`src/rtl/motor_cmd_if.sv`:
```
// Command channel into the motor ramp controller: valid/ready handshake carrying
// a direction code and a target speed.
interface motor_cmd_if;
    logic       cmd_valid;
    logic       cmd_ready;
    logic [1:0] cmd_dir;
    logic [7:0] cmd_speed;

    modport master (
        output cmd_valid,
        output cmd_dir,
        output cmd_speed,
        input  cmd_ready
    );

    modport slave (
        input  cmd_valid,
        input  cmd_dir,
        input  cmd_speed,
        output cmd_ready
    );
endinterface

```
`src/rtl/motor_ramp_ctrl.sv`:
```
// Turns direction/speed commands into a ramped PWM duty plus bridge direction pins.
// Duty moves one bounded step per ramp tick; commands stall during decel/dead time.
module motor_ramp_ctrl #(
    parameter int unsigned DUTY_UNIT   = 3906,
    parameter int unsigned RAMP_TICK   = 50000,
    parameter int unsigned RAMP_STEP   = 3906,
    parameter int unsigned DEAD_CYCLES = 500000
) (
    input  logic        clk,
    input  logic        rst,
    motor_cmd_if.slave  cmd,
    output logic [19:0] duty,
    output logic        in1,
    output logic        in2,
    output logic        in3,
    output logic        in4,
    output logic        at_speed,
    output logic        busy
);

    localparam int TW = (RAMP_TICK   > 1) ? $clog2(RAMP_TICK)   : 1;
    localparam int DW = (DEAD_CYCLES > 1) ? $clog2(DEAD_CYCLES) : 1;

    localparam logic [1:0] DIR_STOP  = 2'b00;
    localparam logic [1:0] DIR_FWD   = 2'b01;
    localparam logic [1:0] DIR_REV   = 2'b10;
    localparam logic [1:0] DIR_BRAKE = 2'b11;

    typedef enum logic [2:0] {
        S_IDLE, S_RAMP, S_RUN, S_DECEL, S_DEAD, S_BRAKE
    } state_e;

    state_e      state_q, state_d;
    logic [19:0] duty_q, duty_d;
    logic [19:0] target_q, target_d;
    logic [1:0]  cur_dir_q, cur_dir_d;
    logic [9:0]  pend_q, pend_d;
    logic [TW-1:0] tick_q, tick_d;
    logic [DW-1:0] dead_q, dead_d;

    logic        tick_wrap;
    logic        accept;
    logic        ready;
    logic [1:0]  eff_dir;
    logic [19:0] cmd_target;
    logic [19:0] pend_target;
    logic [19:0] step;

    assign tick_wrap   = (tick_q == TW'(RAMP_TICK - 1));
    assign ready       = (state_q != S_DECEL) && (state_q != S_DEAD);
    assign accept      = cmd.cmd_valid && ready;
    assign cmd_target  = 20'(cmd.cmd_speed) * 20'(DUTY_UNIT);
    assign pend_target = 20'(pend_q[7:0]) * 20'(DUTY_UNIT);
    assign step        = 20'(RAMP_STEP);

    // A zero-speed drive command is just a stop request.
    always_comb begin
        eff_dir = cmd.cmd_dir;
        if (((cmd.cmd_dir == DIR_FWD) || (cmd.cmd_dir == DIR_REV)) && (cmd.cmd_speed == 8'd0)) begin
            eff_dir = DIR_STOP;
        end
    end

    always_comb begin
        state_d   = state_q;
        duty_d    = duty_q;
        target_d  = target_q;
        cur_dir_d = cur_dir_q;
        pend_d    = pend_q;
        tick_d    = tick_wrap ? '0 : tick_q + TW'(1);
        dead_d    = '0;

        if (tick_wrap && ((state_q == S_RAMP) || (state_q == S_DECEL))) begin
            if (duty_q < target_q) begin
                duty_d = ((target_q - duty_q) > step) ? duty_q + step : target_q;
            end else if (duty_q > target_q) begin
                duty_d = ((duty_q - target_q) > step) ? duty_q - step : target_q;
            end
        end

        case (state_q)
            S_DECEL: begin
                if (duty_d == 20'd0) begin
                    state_d = S_DEAD;
                end
            end
            S_DEAD: begin
                if (dead_q == DW'(DEAD_CYCLES - 1)) begin
                    state_d   = S_RAMP;
                    cur_dir_d = pend_q[9:8];
                    target_d  = pend_target;
                    pend_d    = '0;
                end else begin
                    dead_d = dead_q + DW'(1);
                end
            end
            default: begin
                if (accept) begin
                    case (eff_dir)
                        DIR_BRAKE: begin
                            state_d   = S_BRAKE;
                            duty_d    = '0;
                            target_d  = '0;
                            cur_dir_d = DIR_STOP;
                        end
                        DIR_STOP: begin
                            target_d = '0;
                            state_d  = S_RAMP;
                        end
                        default: begin
                            if ((cur_dir_q == eff_dir) || (cur_dir_q == DIR_STOP)) begin
                                cur_dir_d = eff_dir;
                                target_d  = cmd_target;
                                state_d   = S_RAMP;
                            end else begin
                                pend_d   = {eff_dir, cmd.cmd_speed};
                                target_d = '0;
                                state_d  = S_DECEL;
                            end
                        end
                    endcase
                end
            end
        endcase

        // Settling: a ramp that lands on its target either runs or, at zero, stops.
        if ((state_d == S_RAMP) && (duty_d == target_d)) begin
            if (target_d != 20'd0) begin
                state_d = S_RUN;
            end else begin
                state_d   = S_IDLE;
                cur_dir_d = DIR_STOP;
            end
        end
    end

    always_ff @(posedge clk) begin
        if (rst) begin
            state_q   <= S_IDLE;
            duty_q    <= '0;
            target_q  <= '0;
            cur_dir_q <= DIR_STOP;
            pend_q    <= '0;
            tick_q    <= '0;
            dead_q    <= '0;
        end else begin
            state_q   <= state_d;
            duty_q    <= duty_d;
            target_q  <= target_d;
            cur_dir_q <= cur_dir_d;
            pend_q    <= pend_d;
            tick_q    <= tick_d;
            dead_q    <= dead_d;
        end
    end

    always_comb begin
        {in1, in2, in3, in4} = 4'b0000;
        case (state_q)
            S_BRAKE: {in1, in2, in3, in4} = 4'b1111;
            S_IDLE, S_DEAD: {in1, in2, in3, in4} = 4'b0000;
            default: begin
                if (cur_dir_q == DIR_FWD) begin
                    {in1, in2, in3, in4} = 4'b1010;
                end else if (cur_dir_q == DIR_REV) begin
                    {in1, in2, in3, in4} = 4'b0101;
                end
            end
        endcase
    end

    assign duty          = duty_q;
    assign cmd.cmd_ready = ready;
    assign at_speed      = (state_q == S_RUN);
    assign busy          = (state_q != S_IDLE) && (state_q != S_RUN);

endmodule

```
`src/flat_wrapper.sv`:
```
// flat-port wrapper written by rule: the top's interface ports become plain ports
module motor_ramp_ctrl_flat 
#(
    parameter int unsigned DUTY_UNIT   = 3906,
    parameter int unsigned RAMP_TICK   = 50000,
    parameter int unsigned RAMP_STEP   = 3906,
    parameter int unsigned DEAD_CYCLES = 500000
)
  (clk, rst, duty, in1, in2, in3, in4, at_speed, busy, cmd_cmd_valid, cmd_cmd_dir, cmd_cmd_speed, cmd_cmd_ready);
  motor_cmd_if cmd_i ();
  input  logic clk;
  input  logic rst;
  output logic [19:0] duty;
  output logic in1;
  output logic in2;
  output logic in3;
  output logic in4;
  output logic at_speed;
  output logic busy;
  input wire logic [$bits(cmd_i.cmd_valid)-1:0] cmd_cmd_valid;
  input wire logic [$bits(cmd_i.cmd_dir)-1:0] cmd_cmd_dir;
  input wire logic [$bits(cmd_i.cmd_speed)-1:0] cmd_cmd_speed;
  output wire logic [$bits(cmd_i.cmd_ready)-1:0] cmd_cmd_ready;
  assign cmd_i.cmd_valid = cmd_cmd_valid;
  assign cmd_i.cmd_dir = cmd_cmd_dir;
  assign cmd_i.cmd_speed = cmd_cmd_speed;
  assign cmd_cmd_ready = cmd_i.cmd_ready;
  motor_ramp_ctrl #(.DUTY_UNIT(DUTY_UNIT), .RAMP_TICK(RAMP_TICK), .RAMP_STEP(RAMP_STEP), .DEAD_CYCLES(DEAD_CYCLES)) u_core (.clk(clk), .rst(rst), .cmd(cmd_i), .duty(duty), .in1(in1), .in2(in2), .in3(in3), .in4(in4), .at_speed(at_speed), .busy(busy));
endmodule
```
`config.mk`:
```
export PLATFORM = sky130hd
export DESIGN_NAME = motor_ramp_ctrl_flat
export DESIGN_NICKNAME = d
export VERILOG_FILES = /design/src/rtl/motor_cmd_if.sv /design/src/rtl/motor_ramp_ctrl.sv /design/src/flat_wrapper.sv
export SDC_FILE = /design/constraint.sdc
export NUM_CORES = 1
export LEC_CHECK = 0
export CORE_MARGIN = 3
export CORE_UTILIZATION = 25
export CTS_BUF_LIST = sky130_fd_sc_hd__clkbuf_8
export DETAILED_ROUTE_END_ITERATION = 8
export SLEW_MARGIN = 20
export SYNTH_ARGS = -nofsm -noshare
export SYNTH_HDL_FRONTEND = slang
export SYNTH_SLANG_ARGS = --single-unit
```
`constraint.sdc`:
```
create_clock -name clk -period 7.45 [get_ports clk]
set_clock_uncertainty 0.05 [all_clocks]
set_input_delay 1.8625 -clock clk [delete_from_list [all_inputs] [get_ports clk]]
set_output_delay 1.8625 -clock clk [all_outputs]
set_load 0.01 [all_outputs]
```
**Run 1: M2 wires**

The bar under the picture is 50 um long.
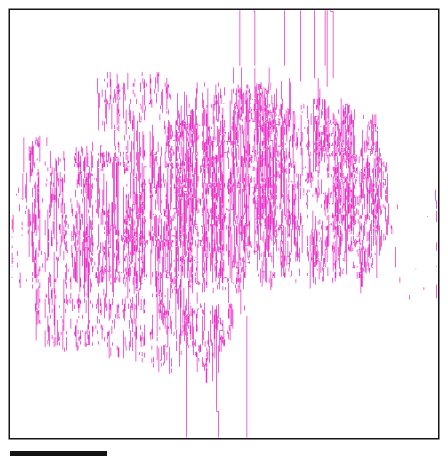
1435 nets have wire on it. The layer holds 43% of the routed length. The layer carries 17700 um of wire. The longest straight run is 63.2 um. The wires run mostly vertical.
Vias: 11800
global-route met2 utilization: 25.4%
DRT Wirelength: 41.4 mm

**Run 1: routed metal, one colour a layer**

Two of the layers only.
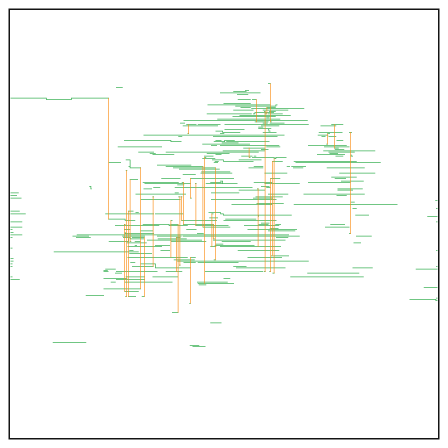
Key: green = met3 [wire length 3630 um]; orange = met4 [wire length 1130 um]
Tot GR Track Use: 16.3%
routed wire length per instance: 19.3 um

**Run 1: register map, names as in the netlist**

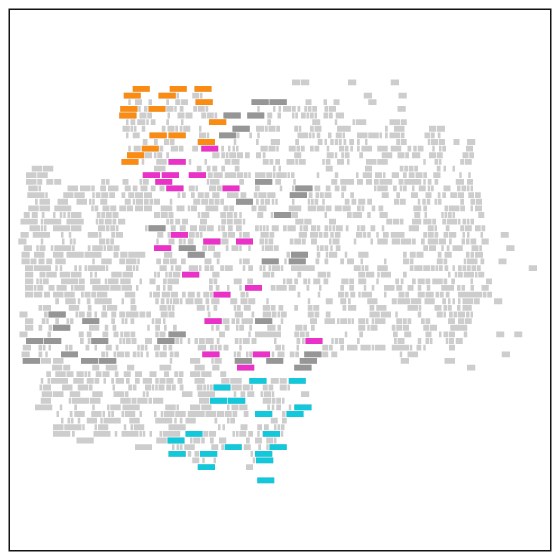
Key: magenta = u_core.target_q [sequential cells 20]; cyan = u_core.dead_q [sequential cells 19, where bottom middle]; orange = u_core.tick_q [sequential cells 16, where top left]
Register Area: 1800 um^2
P_seq: 0.000573 W
sequential cell area share: 14.0%

**Run 1: I/O nets highlighted**

The bar under the picture is 50 um long.
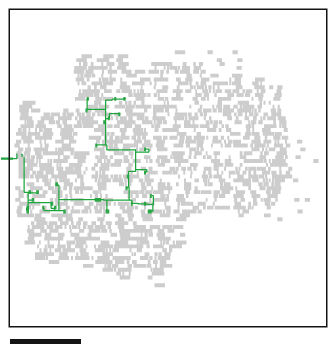
Key: green = rst [bits 1, direction input, edge left, end cells 30, buffers 2, wire 396 um]
Boundary Pins: 40
input/output buffers: 39

==> impl_metrics.tcl, run 1 <==
# yosys + openroad results
set metrics [dict create \
    drv_slew 0 \
    synthCells 1530 \
    clk_share_pct 1.49 \
    crit_type "primary input to flop" \
    whs_ns 0.410 \
    start_kind "primary input" \
    wl_met1_mm 18.9 \
    grt_max_degree 31 \
    final_area_um2 12900 \
    yosys_cells 1530 \
    layoutNonFillerInstCount 2151 \
    use_met3_pct 2.61 \
    use_met1_pct 23.2 \
    async_flop_share_pct 0 \
    outcome "completed" \
    logic_area_um2 8930 \
    buffer_area_share_pct 5.19 \
    fp_nets 1706 \
    fillers 4952 \
    syn_avg_cell_area_um2 7.58 \
    ys_ff 90 \
    dp_cells 2136 \
    ys_sh_mux_pct 2.09 \
    insertedDiodeCount 0 \
    grt_pass1_wl_mm 65.1 \
    fin_nets 1723 \
    rsz0062_at_grt "no" \
    cp.arrival_ns 7.46 \
    fin_crit_sh_pct 97.3 \
    min_to "u_core.tick_q[0]" \
    hold_buffers 0 \
    clkbuf_count 9 \
    setup_violations 0 \
    chipArea_um2 49000 \
    relSlewSlack_pct 36.7 \
    ff_type "dfxtp_1" \
    reg2reg_from "u_core.duty[7]" \
    place_area_um2 12700 \
    ys_top_cells_by_count "149 x nor2_1, 142 x inv_1, 131 x nand2_1" \
    largestClassByArea "logic gates" \
    place.gp.congestion 0.978 \
    rrSetupSlack_ns 1.26 \
    fin_tns_setup_ns 0 \
    rows 78 \
    topCellsByArea "dfxtp_1 16%, ha_1 14%, fa_1 5.9%" \
    final_hold_viol_count 0 \
    top_layer "met4" \
    seq_cell_count 90 \
    cts_tree "done" \
    ys_sh_xor_pct 7.02 \
    max_stage_delay_ns 0.54 \
    drtIter0Drc 1180 \
    holdPathStages 1 \
]
==> run 1: worst max-delay path by stage <==
stage | from | end | depth (start not counted)
after floorplan | cmd_cmd_speed[2] | u_core.cur_dir_q[1] | 21
after global placement | cmd_cmd_speed[2] | u_core.cur_dir_q[1] | 23
final | cmd_cmd_speed[2] | u_core.cur_dir_q[1] | 23
after global routing | cmd_cmd_speed[2] | u_core.cur_dir_q[1] | 23
after CTS | cmd_cmd_speed[2] | u_core.cur_dir_q[1] | 23
after detailed placement | cmd_cmd_speed[2] | u_core.cur_dir_q[1] | 23
==> run 1: cells in the final DEF (no fill, tap or decap), types with 16 or more instances in the layout <==
| cell type | synthesis | layout |
|---|---|---|
| xor2_1 | 33 | 33 |
| or3_1 | 16 | 16 |
| mux2i_1 | 22 | 22 |
| nand4_1 | 42 | 42 |
| nor2_1 | 149 | 149 |
| dfxtp_1 | 90 | 90 |
| inv_1 | 142 | 142 |
| ha_1 | 129 | 129 |
| clkdlybuf4s50_1 | 0 | 39 |
| a21oi_1 | 94 | 94 |
| a21o_1 | 20 | 20 |
| buf_4 | 5 | 37 |
| nand2_1 | 131 | 131 |
| xnor2_1 | 60 | 60 |
| and3_1 | 19 | 19 |
| nand3_1 | 67 | 67 |
| nor3_1 | 50 | 50 |
| o21a_1 | 17 | 17 |
| fa_1 | 34 | 34 |
| o21ai_0 | 43 | 43 |
==> run 1: metrics by stage <==
step | total power [W] | util [%]
6_report | 0.00285 | 28.3
5_1_grt | 0.00305 | 28.3
4_1_cts | 0.00281 | 28.3
3_5_place_dp | 0.00245 | 27.8
3_3_place_gp | 0.00244 | 27.8
2_1_floorplan | 0.00193 | -
==> run 1: power by group <==
group	switching (W)	internal, W
Sequential	0.0000661	0.000507
Combinational	0.00122	0.000713
Clock	0.000189	0.000154
==> run 1 -> run 2 <==
- PLACE_DENSITY: not set -> 0.47
- SKIP_CTS_REPAIR_TIMING: not set -> 1
**Run 2: register map, names as in the netlist**

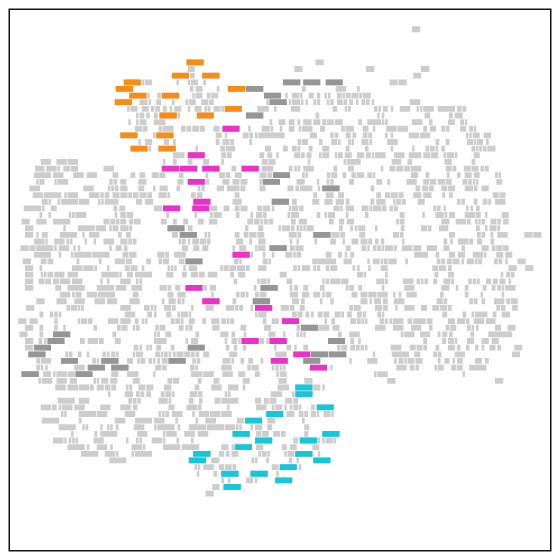
Key: orange = u_core.tick_q [sequential cells 16]; cyan = u_core.dead_q [sequential cells 19, where bottom middle]; magenta = u_core.target_q [sequential cells 20]
sequential cell area share: 13.9%
fin util: 28.4%

==> impl_metrics.tcl, run 2 <==
# yosys + openroad results
set metrics [dict create \
    outcome "completed" \
    fin_tns_setup_ns 0 \
    power.density_nw_per_um2 222 \
    powerComb_w 0.00195 \
    use_met1_pct 24.4 \
    insertedDiodeCount 0 \
    grt_pass1_vias 11400 \
    drv_slew 0 \
    topCellsByArea "dfxtp_1 16%, ha_1 14%, fa_1 5.9%" \
    cts_tree "done" \
    holdPathStages 1 \
    ff_type "dfxtp_1" \
    final_hold_viol_count 0 \
    ys_ff 90 \
    final_area_um2 12900 \
    top_layer "met4" \
    intPower_w 0.00139 \
    setup_violations 0 \
    final_cell_mix "149 x nor2_1, 142 x inv_1, 131 x nand2_1" \
    power_leader "combinational logic" \
    yosys_cells 1530 \
    combPwrFrac_pct 67.7 \
    use_met3_pct 2.48 \
    p_total_w 0.00288 \
    cp.arrival_ns 7.40 \
    relSlewSlack_pct 41.4 \
    syn_avg_cell_area_um2 7.58 \
    grt_max_degree 31 \
    drtIter0Drc 1206 \
    p_sw_w 0.00149 \
    place.gp.congestion 0.919 \
    switching_share_pct 51.7 \
    wl_per_cell_um 20.1 \
    p_clk_share_pct 12.4 \
    whs_ns 0.416 \
    fp_nets 1706 \
    chipArea_um2 49000 \
    portBuffers 39 \
    rows 78 \
    seq-power_w 0.000573 \
    pg_clk_w 0.000358 \
    wl_met1_mm 20.3 \
    fin_crit_sh_pct 96.4 \
    grt_usage_pct 17.2 \
    ys_top_cells_by_count "149 x nor2_1, 142 x inv_1, 131 x nand2_1" \
    synthCells 1530 \
    layoutNonFillerInstCount 2158 \
    fin_nets 1729 \
]
**Run 2: M2 wires**

The bar under the picture is 50 um long.
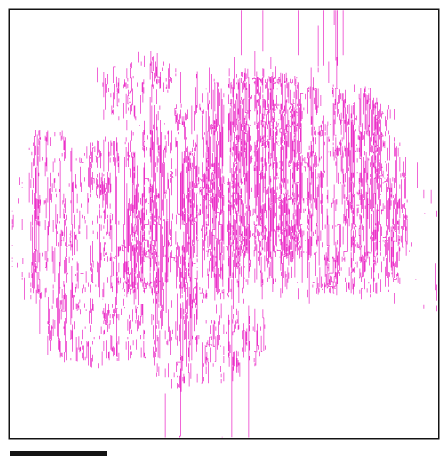
The layer carries 19000 um of wire. 1402 nets have wire on it. The layer holds 44% of the routed length. The wires run mostly vertical.
global-route met2 utilization: 27.2%
DRT Wirelength: 43.4 mm
Vias: 11800

==> run 2: cell counts after synthesis <==
No cell type changed its count.
==> run 2: final timing paths <==
check / start / end / slack (ns)
setup reg to reg: u_core.duty[4] / u_core.state_q[1] / 1.08
hold / removal: u_core.tick_q[0] / u_core.tick_q[0] / 0.42
setup / recovery: cmd_cmd_speed[2] / u_core.cur_dir_q[0] / 0.27
hold reg to reg: u_core.tick_q[0] / u_core.tick_q[0] / 0.42
==> run 2: cell families (layout without fill, tap and decap cells) <==
| group | count (synthesis) | after routing | share of synthesized area, % |
|---|---|---|---|
| DFF | 90 | 90 | 15.5 |
| adders and majority gates | 163 | 163 | 19.8 |
| buffers and inverters | 214 | 242 | 7.50 |
| muxes | 24 | 24 | 2.09 |
| and+or+nand+nor | 569 | 569 | 24.4 |
| xor gates and xnor gates | 93 | 93 | 7.02 |
| AOI/OAI and AO/OA | 377 | 377 | 23.7 |
==> run 2: layout make-up <==
type                       instances  area (um^2)
clock buffer                      10          138
sequential                        90         1800
multi-input combinational       1226         8940
fill                            4978        32600
inverter                         144          541
tap                              600          751
timing repair buffer              82          713
clock inverter                     6         65.1
==> run 2: critical path: stages <==
cell and delay (ns):
clkdlybuf4s50_1 0.48, inv_1 0.08, fa_1 0.53, inv_1 0.05, ha_1 0.26, inv_1 0.05, fa_1 0.50, fa_1 0.54
inv_1 0.04, ha_1 0.31, o21a_1 0.13, o31a_1 0.28, o41ai_2 0.27, mux2i_1 0.12, a221o_1 0.27, a21o_1 0.20
a2111oi_0 0.48, o2111ai_1 0.18, nor4_1 0.23, nand2_1 0.11, a211oi_1 0.23, buf_4 0.16, nor3_1 0.05
==> run 2 -> run 3 <==
- MAX_ROUTING_LAYER: not set -> met4
**Run 3: placement view**

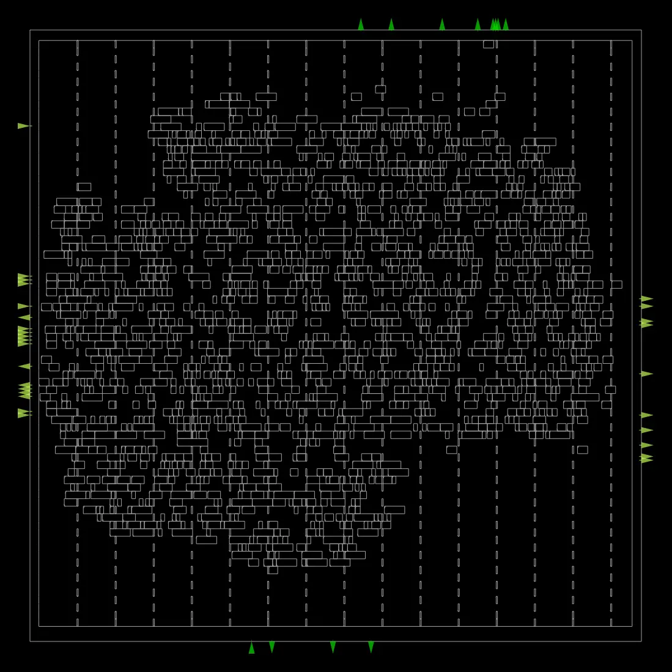
fillcell total: 5018
Site Rows: 78

==> impl_metrics.tcl, run 3 <==
# yosys + openroad results
set metrics [dict create \
    p_total_w 0.00293 \
    switching_share_pct 51.2 \
    grt_usage_pct 17.9 \
    place.gp.congestion 0.933 \
    cp-endpoint "u_core.cur_dir_q[0]" \
    outcome "completed" \
    rsz0062_at_grt "no" \
    crit_buf_inv 6 \
    path_cells "clkdlybuf4s50_1 -> inv_1 -> fa_1 -> inv_1 -> ha_1 -> inv_1 -> fa_1 -> fa_1 -> inv_1 -> ha_1 -> o21a_1 -> o31a_1 -> o41ai_2 -> mux2i_1 -> a221o_1 -> a21o_1 -> a2111oi_1 -> o2111ai_1 -> nor4_1 -> nand2_1 -> a211oi_1 -> buf_4 -> nor3_1" \
    fp_nets 1706 \
    crit_slowest_cell "fa_1" \
    logic_area_um2 8940 \
    cts_tree "done" \
    grt_use_met2_pct 26.5 \
    fin_nets 1730 \
    cp.arrival_ns 7.41 \
    p_sw_w 0.00150 \
    final_hold_viol_count 0 \
    wl_per_cell_um 20.0 \
    p_clk_share_pct 13.8 \
    synthCells 1530 \
    io_pins 40 \
    holdPathStages 1 \
    setup_violations 0 \
    seq_power_share_pct 19.5 \
    start_kind "primary input" \
    ff_type "dfxtp_1" \
    whs_ns 0.405 \
    reg2reg_from "u_core.duty[4]" \
    intPower_w 0.00143 \
    path_depth 23 \
    top_layer "met4" \
    yosys_cells 1530 \
    critPathLaunch "cmd_cmd_speed[2]" \
    power.density_nw_per_um2 225 \
    ys_top_cells_by_count "149 x nor2_1, 142 x inv_1, 131 x nand2_1" \
    grt_pass1_wl_mm 68.0 \
    final_common_cell "nor2_1" \
]
**Run 3: I/O nets highlighted**

The bar under the picture is 50 um long.
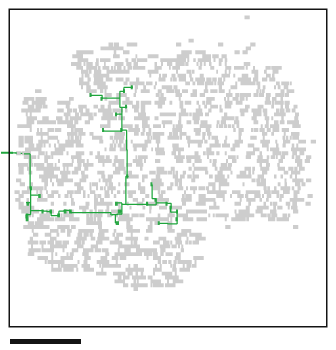
Key: green = rst [bits 1, direction input, edge left, end cells 30, buffers 2, wire 390 um]

[run 3: cell types whose count changed in the layout (fill, tap and decap cells not counted)]
cell and change:
a2111oi_0 +1, bufinv_16 +1, a2111oi_1 -1, inv_6 +1, clkinvlp_4 -1, clkinv_4 -1, buf_4 +1
[run 3: metrics by stage]
stage	setup TNS, ns	std cells
floorplan	0	1530
CTS	0	2159
detailed placement	-0.580	2143
finish	0	2159
global placement	-0.148	2143
global route	0	2159
[run 3: power by group through the flow]
stage                     clock network, W  registers (W)  logic, W
after floorplan                          0       0.000542   0.00139
after global placement                   0       0.000580   0.00189
after detailed placement                 0       0.000579   0.00190
after CTS                         0.000415       0.000568   0.00192
after global routing              0.000432       0.000575   0.00214
final                             0.000403       0.000572   0.00195
[run 3: cells by family (layout without fill, tap and decap cells)]
family / after synthesis / count (layout) / share of synthesized area [%]
xor+xnor: 93 / 93 / 7.02
flops: 90 / 90 / 15.5
mux: 24 / 24 / 2.09
compound gates: 377 / 377 / 23.7
fa+ha+maj: 163 / 163 / 19.8
simple gates: 569 / 569 / 24.4
buf+inv: 214 / 243 / 7.50
[run 3: worst reg2reg max path, cell delays in order (launching register included)]
cell and delay (ns):
dfxtp_1 0.60, clkinv_1 0.38, ha_1 0.55, a21oi_1 0.34
o21ai_1 0.16, a211oi_2 0.49, xnor2_1 0.18, o2111ai_1 0.12
or4b_1 0.71, nand4_1 0.61, o21ai_0 0.26, a211oi_2 0.53
nand4_1 0.19, nor4b_1 0.47, a31oi_1 0.20, o21a_1 0.22
a31o_1 0.18
[run 3: final cells by class]
cell class / count / share of cell area [%]
Multi-Input combinational cell: 1226 / 68.9
Sequential cell: 90 / 13.9
Tap cell: 600 / 5.79
Timing Repair Buffer: 83 / 5.55
Inverter: 144 / 4.17
Clock buffer: 10 / 1.06
Clock inverter: 6 / 0.675
Power figures rest on the tool's default switching activity, not on a simulated workload.
